### Clock wires, drivers and flops, run 1

The bar under the picture is 50 um long.
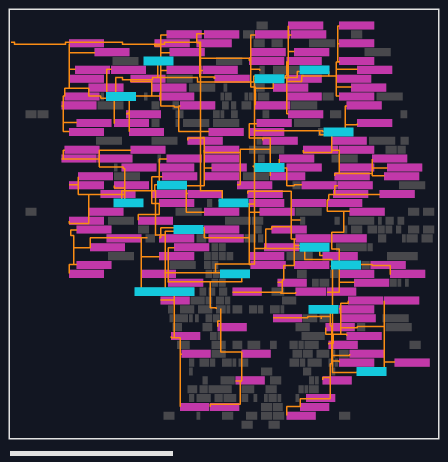
### Routed metal per tile, run 1

The die is cut into 26 by 26 equal tiles; dark blue is low, red is high, scaled to the fullest tile. Values are wire area over tile area, all layers added.
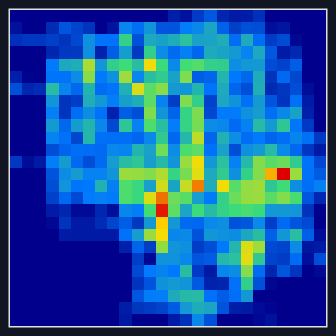
### Metal 4, run 1

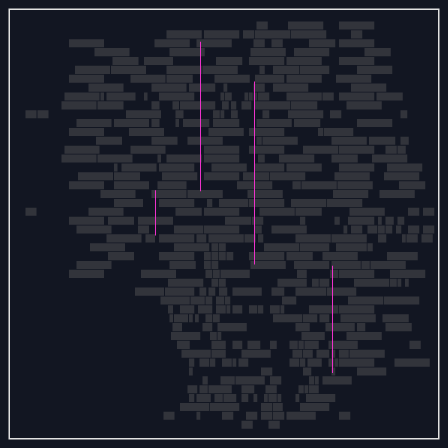
### Placement by cell class, run 1

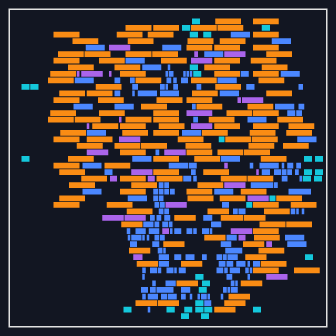
### src/rtl/uart_rx_fifo.sv
// Byte FIFO behind uart_rx: first-word-fall-through read side,
// sticky overflow flag and a count of buffered end-of-line bytes.
module uart_rx_fifo #(
    parameter int                   DATA_BITS = 8,
    parameter int                   DEPTH     = 16,
    parameter logic [DATA_BITS-1:0] EOL_CHAR  = 'h0D
) (
    input  logic                     sysclk_in,
    input  logic                     nrst_in,
    input  logic                     data_rdy_in,
    input  logic [DATA_BITS-1:0]     rx_data_in,
    input  logic                     rd_en_in,
    output logic [DATA_BITS-1:0]     rd_data_out,
    output logic                     empty_out,
    output logic                     full_out,
    output logic [$clog2(DEPTH):0]   count_out,
    output logic                     overflow_out,
    input  logic                     overflow_clr_in,
    output logic                     line_rdy_out
);

    localparam int ADDR_W = $clog2(DEPTH);
    localparam logic [ADDR_W:0] DEPTH_C = DEPTH[ADDR_W:0];

    logic [DATA_BITS-1:0] mem [DEPTH];
    logic [ADDR_W-1:0]    wr_ptr;
    logic [ADDR_W-1:0]    rd_ptr;
    logic [ADDR_W:0]      cnt;
    logic [ADDR_W:0]      eol_cnt;
    logic                 ovf;

    logic wr_acc;
    logic rd_acc;
    logic drop;
    logic eol_wr;
    logic eol_rd;

    assign empty_out    = (cnt == '0);
    assign full_out     = (cnt == DEPTH_C);
    assign count_out    = cnt;
    assign overflow_out = ovf;
    assign line_rdy_out = (eol_cnt != '0);
    assign rd_data_out  = empty_out ? '0 : mem[rd_ptr];

    // A pop frees the slot in the same edge, so a full FIFO still
    // takes a write when it is read at the same time.
    assign wr_acc = data_rdy_in & (~full_out | rd_en_in);
    assign rd_acc = rd_en_in & ~empty_out;
    assign drop   = data_rdy_in & full_out & ~rd_en_in;
    assign eol_wr = wr_acc & (rx_data_in == EOL_CHAR);
    assign eol_rd = rd_acc & (rd_data_out == EOL_CHAR);

    always_ff @(posedge sysclk_in) begin
        if (wr_acc) begin
            mem[wr_ptr] <= rx_data_in;
        end
    end

    always_ff @(posedge sysclk_in or negedge nrst_in) begin
        if (!nrst_in) begin
            wr_ptr  <= '0;
            rd_ptr  <= '0;
            cnt     <= '0;
            eol_cnt <= '0;
            ovf     <= 1'b0;
        end else begin
            if (wr_acc) begin
                wr_ptr <= wr_ptr + 1'b1;
            end
            if (rd_acc) begin
                rd_ptr <= rd_ptr + 1'b1;
            end
            unique case ({wr_acc, rd_acc})
                2'b10:   cnt <= cnt + 1'b1;
                2'b01:   cnt <= cnt - 1'b1;
                default: cnt <= cnt;
            endcase
            unique case ({eol_wr, eol_rd})
                2'b10:   eol_cnt <= eol_cnt + 1'b1;
                2'b01:   eol_cnt <= eol_cnt - 1'b1;
                default: eol_cnt <= eol_cnt;
            endcase
            if (drop) begin
                ovf <= 1'b1;
            end else if (overflow_clr_in) begin
                ovf <= 1'b0;
            end
        end
    end

endmodule

### config.mk
export PLATFORM = sky130hd
export DESIGN_NAME = uart_rx_fifo
export DESIGN_NICKNAME = d
export VERILOG_FILES = /design/src/rtl/uart_rx_fifo.sv
export SDC_FILE = /design/constraint.sdc
export NUM_CORES = 1
export LEC_CHECK = 0
export ABC_CLOCK_PERIOD_IN_PS = 7000
export CORE_UTILIZATION = 37
export DETAILED_ROUTE_END_ITERATION = 10
export HOLD_SLACK_MARGIN = 0.06
export SETUP_SLACK_MARGIN = 0.05
export SYNTH_ARGS = -nofsm -noshare
export SYNTH_HDL_FRONTEND = slang
export SYNTH_SLANG_ARGS = --single-unit
export TNS_END_PERCENT = 5
### constraint.sdc
create_clock -name sysclk_in -period 7 [get_ports sysclk_in]
set_clock_uncertainty 0.2 [all_clocks]
set_input_delay 1.75 -clock sysclk_in [delete_from_list [all_inputs] [get_ports sysclk_in]]
set_output_delay 1.75 -clock sysclk_in [all_outputs]
set_load 0.01 [all_outputs]
==> metrics.yaml, run 1 <==
fin_ws_ns: 1.88
synth_stat.cells: 336
port_buffers: 29
worstHoldPathType: "flop to flop"
met2_usage: 0.259
drt_iter0_drc: 213
grt_busiest_layer: "met2"
synth.area.top_cells: "edfxtp_1, mux4_2, dfrtp_1, ha_1, and2_1"
powerDensity_nw_per_um2: 408
status: "completed"
synth_area_um2: 6180
die_w_um: 131
critPathCaptureType: "output port"
die_height_um: 131
lay_top_count: "edfxtp_1"
yosys-mux-area-fraction: 0.131
combGateArea_um2: 1730
crit_buf_inv: 2
cp_top_family: "buffers and inverters"
antenna_cells: 0
globalplace.congestion: 0.736
path_cells: "buf_4 > mux4_2 > a22oi_1 > and3_1 > nor2_1 > clkdlybuf4s50_1"
finalSetupTns_ns: 0
dr_wl_met2_um: 6250
dp_cells: 570
warning_count: 29
cts_max_path_buffers: 2
power.group.top: "registers"
syn_nets: 364
clock_latency_ns: 0.42
pg_clk_w: 0.000835
worst_pin_slew_ns: 0.906
drc: 0
switchingPower_w: 0.000909
cts_tree: "built"
powerComb_w: 0.000897
About 'Clock wires, drivers and flops':
[clock-net drivers] cyan | count: 17
[flip-flops] magenta | count: 147
[clock wires] orange | length: 1710 um
flops lie: all over the die
routed clock nets: 18

About 'Routed metal per tile':
mean over tiles: 0.11
fullest tile: 0.52
emptiest ninth of the die: bottom left
nearly empty tiles: 27%
routed len/inst: 21.0 um
total routed wirelength: 12700 um
vias: 3083
Overall Global Routing Usage: 0.161

About 'Metal 4':
wire length on this layer: 148 um
main direction: vertical

About 'Placement by cell class':
[registers] orange | cells: 147 | share of their area: 62%
[remaining logic cells] blue | cells: 175 | share of their area: 25%
[remaining buffers and delay cells] cyan | cells: 32 | share of their area: 4.5%
[clock drivers and dummy loads] purple | cells: 32 | share of their area: 7.8%

## run 1: Yosys cell counts (all sizes together)
master / number
dfrtp: 19
a21oi: 4
fa: 2
and4b: 1
inv: 6
xnor2: 9
xor2: 7
mux4: 32
o21ai: 6
nand4: 2
and2: 16
nor3: 3
nand4b: 2
o22ai: 2
nand3: 7
clkbuf: 3
and3: 5
o32ai: 1
a22oi: 5
mux2: 3
nor4: 2
a31oi: 1
mux2i: 5
nor2: 10
buf: 11
or4: 1
o21bai: 1
o21a: 1
edfxtp: 128
a211oi: 2
nor2b: 6
nand2: 14
ha: 13
nor3b: 2
a21o: 4
## run 1: layout make-up
type	count	area share
flip-flops and latches	147	0.600
multi-input cells	169	0.240
repair buffers	32	0.0434
clock buffers	18	0.0596
well taps	216	0.0375
inverters	6	0.00313
clock inverters	14	0.0158
==> run 2: changes to the inputs <==
Settings changed: ABC_CLOCK_PERIOD_IN_PS 7000 to 4340.
Clock period 7 ns to 4.34 ns, I/O delays scaled along.
### Clock wiring as the flow saved it, run 2

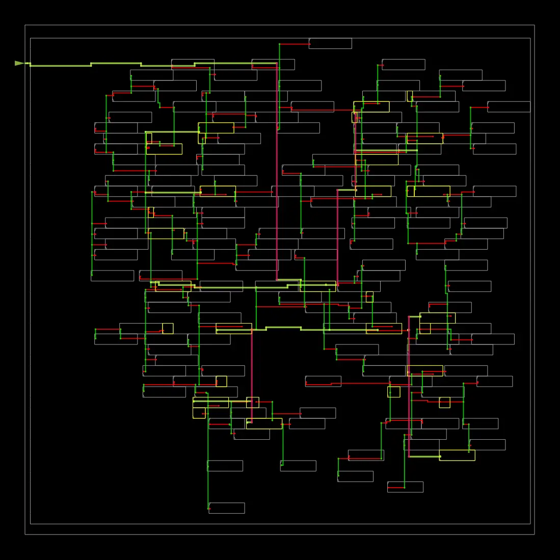
Clock Latency Late Sink: 0.42 ns
clkbuf count: 19
clk sinks: 147

### Metal 4, run 2

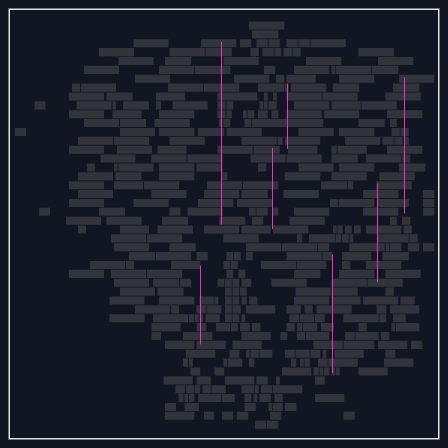
main direction: vertical
nets with wire on the layer: 4
longest straight run: 55.8 um
vias: 3168
total routed wirelength: 13300 um

==> metrics.yaml, run 2 <==
status: "completed"
hold_viol_final: 0
dp_cells: 585
top_area_cell: "edfxtp_1"
dr_wl_met2_um: 6520
fp.dieArea_um2: 17200
ant_nets: 0
synth_stat.cells: 336
antenna_cells: 0
yosys-mux-area-fraction: 0.131
rsz0062_at_grt: "false"
drt_iter0_drc: 281
synth.area.top_cells: "edfxtp_1, mux4_2, dfrtp_1, ha_1, and2_1"
synth-edff-count: 128
globalplace.congestion: 0.781
place_area_um2: 6790
fp_util: 0.383
grt_max_degree: 29
detail_route.vias_per_cell: 5.13
cts_tree: "built"
hold_start: "eol_cnt[4]"
synth_area_um2: 6180
grt_pass1_wl_um: 20800
ys_seq_frac: 0.699
synth-async-reset-ratio: 0.129
crit_buf_inv: 2
cts-hold-fix-buffers: 0
fin_ws_ns: 0.358
cp_top_family: "buffers and inverters"
grt_busiest_layer: "met2"
synthTopCellsByCount: "edfxtp_1, mux4_2, dfrtp_1"
leakagePower_nw: 2.55
flop_cell: "edfxtp_1"
hold_depth: 1
port_buffers: 29
cts_root_buf: "clkbuf_16"
r2r_start: "rd_ptr[1]"
layout.nets: 416
power_w: 0.00484
simple_gate_area_frac: 0.0648
io_pins: 30
grt.total_usage: 0.170
critPathCaptureType: "output port"
die_w_um: 131
die_height_um: 131
worstHoldPathType: "flop to flop"
critPathCapture: "rd_data_out[3]"
syn_nets: 364
wl_per_cell_um: 21.6
place_hpwl_um: 8590
warning_count: 29
area_delta_synth_final_pct: 18.7
drc: 0
lay_top_count: "edfxtp_1"
wl_met3_um: 771
core_area_um2: 16100
use_met3: 0.0413
slew_viol_final: 0
postLayoutCoreUtil: 0.455
start_kind: "flop"
cts_max_path_buffers: 2
met2_usage: 0.268
worst_pin_slew_ns: 0.860
yosys.cell_count.top_type: "edfxtp_1"
path_cells: "buf_12 > mux4_2 > mux2i_1 > o22ai_1 > clkdlybuf4s50_1"
powerDensity_nw_per_um2: 659
finalSetupTns_ns: 0
run 2: layout make-up:
cell class / count / area, um^2
Fill cell: 1399 / 8780
Sequential cell: 147 / 4320
Multi-Input combinational cell: 169 / 1730
Timing Repair Buffer: 47 / 450
Clock buffer: 19 / 433
Tap cell: 216 / 270
Clock inverter: 13 / 109
Inverter: 6 / 22.5
run 2: kinds of logic (layout without fill, tap and decap cells):
kind of cell | count (synthesis) | count (layout)
simple gates | 71 | 71
buf+inv | 20 | 85
flops | 147 | 147
xor+xnor | 16 | 16
fa+ha+maj | 15 | 15
compound gates | 27 | 27
mux | 40 | 40
run 2: report_power, final:
group          internal, W  switching [W]
registers          0.00173       0.000156
logic             0.000818       0.000777
clock network     0.000784       0.000568
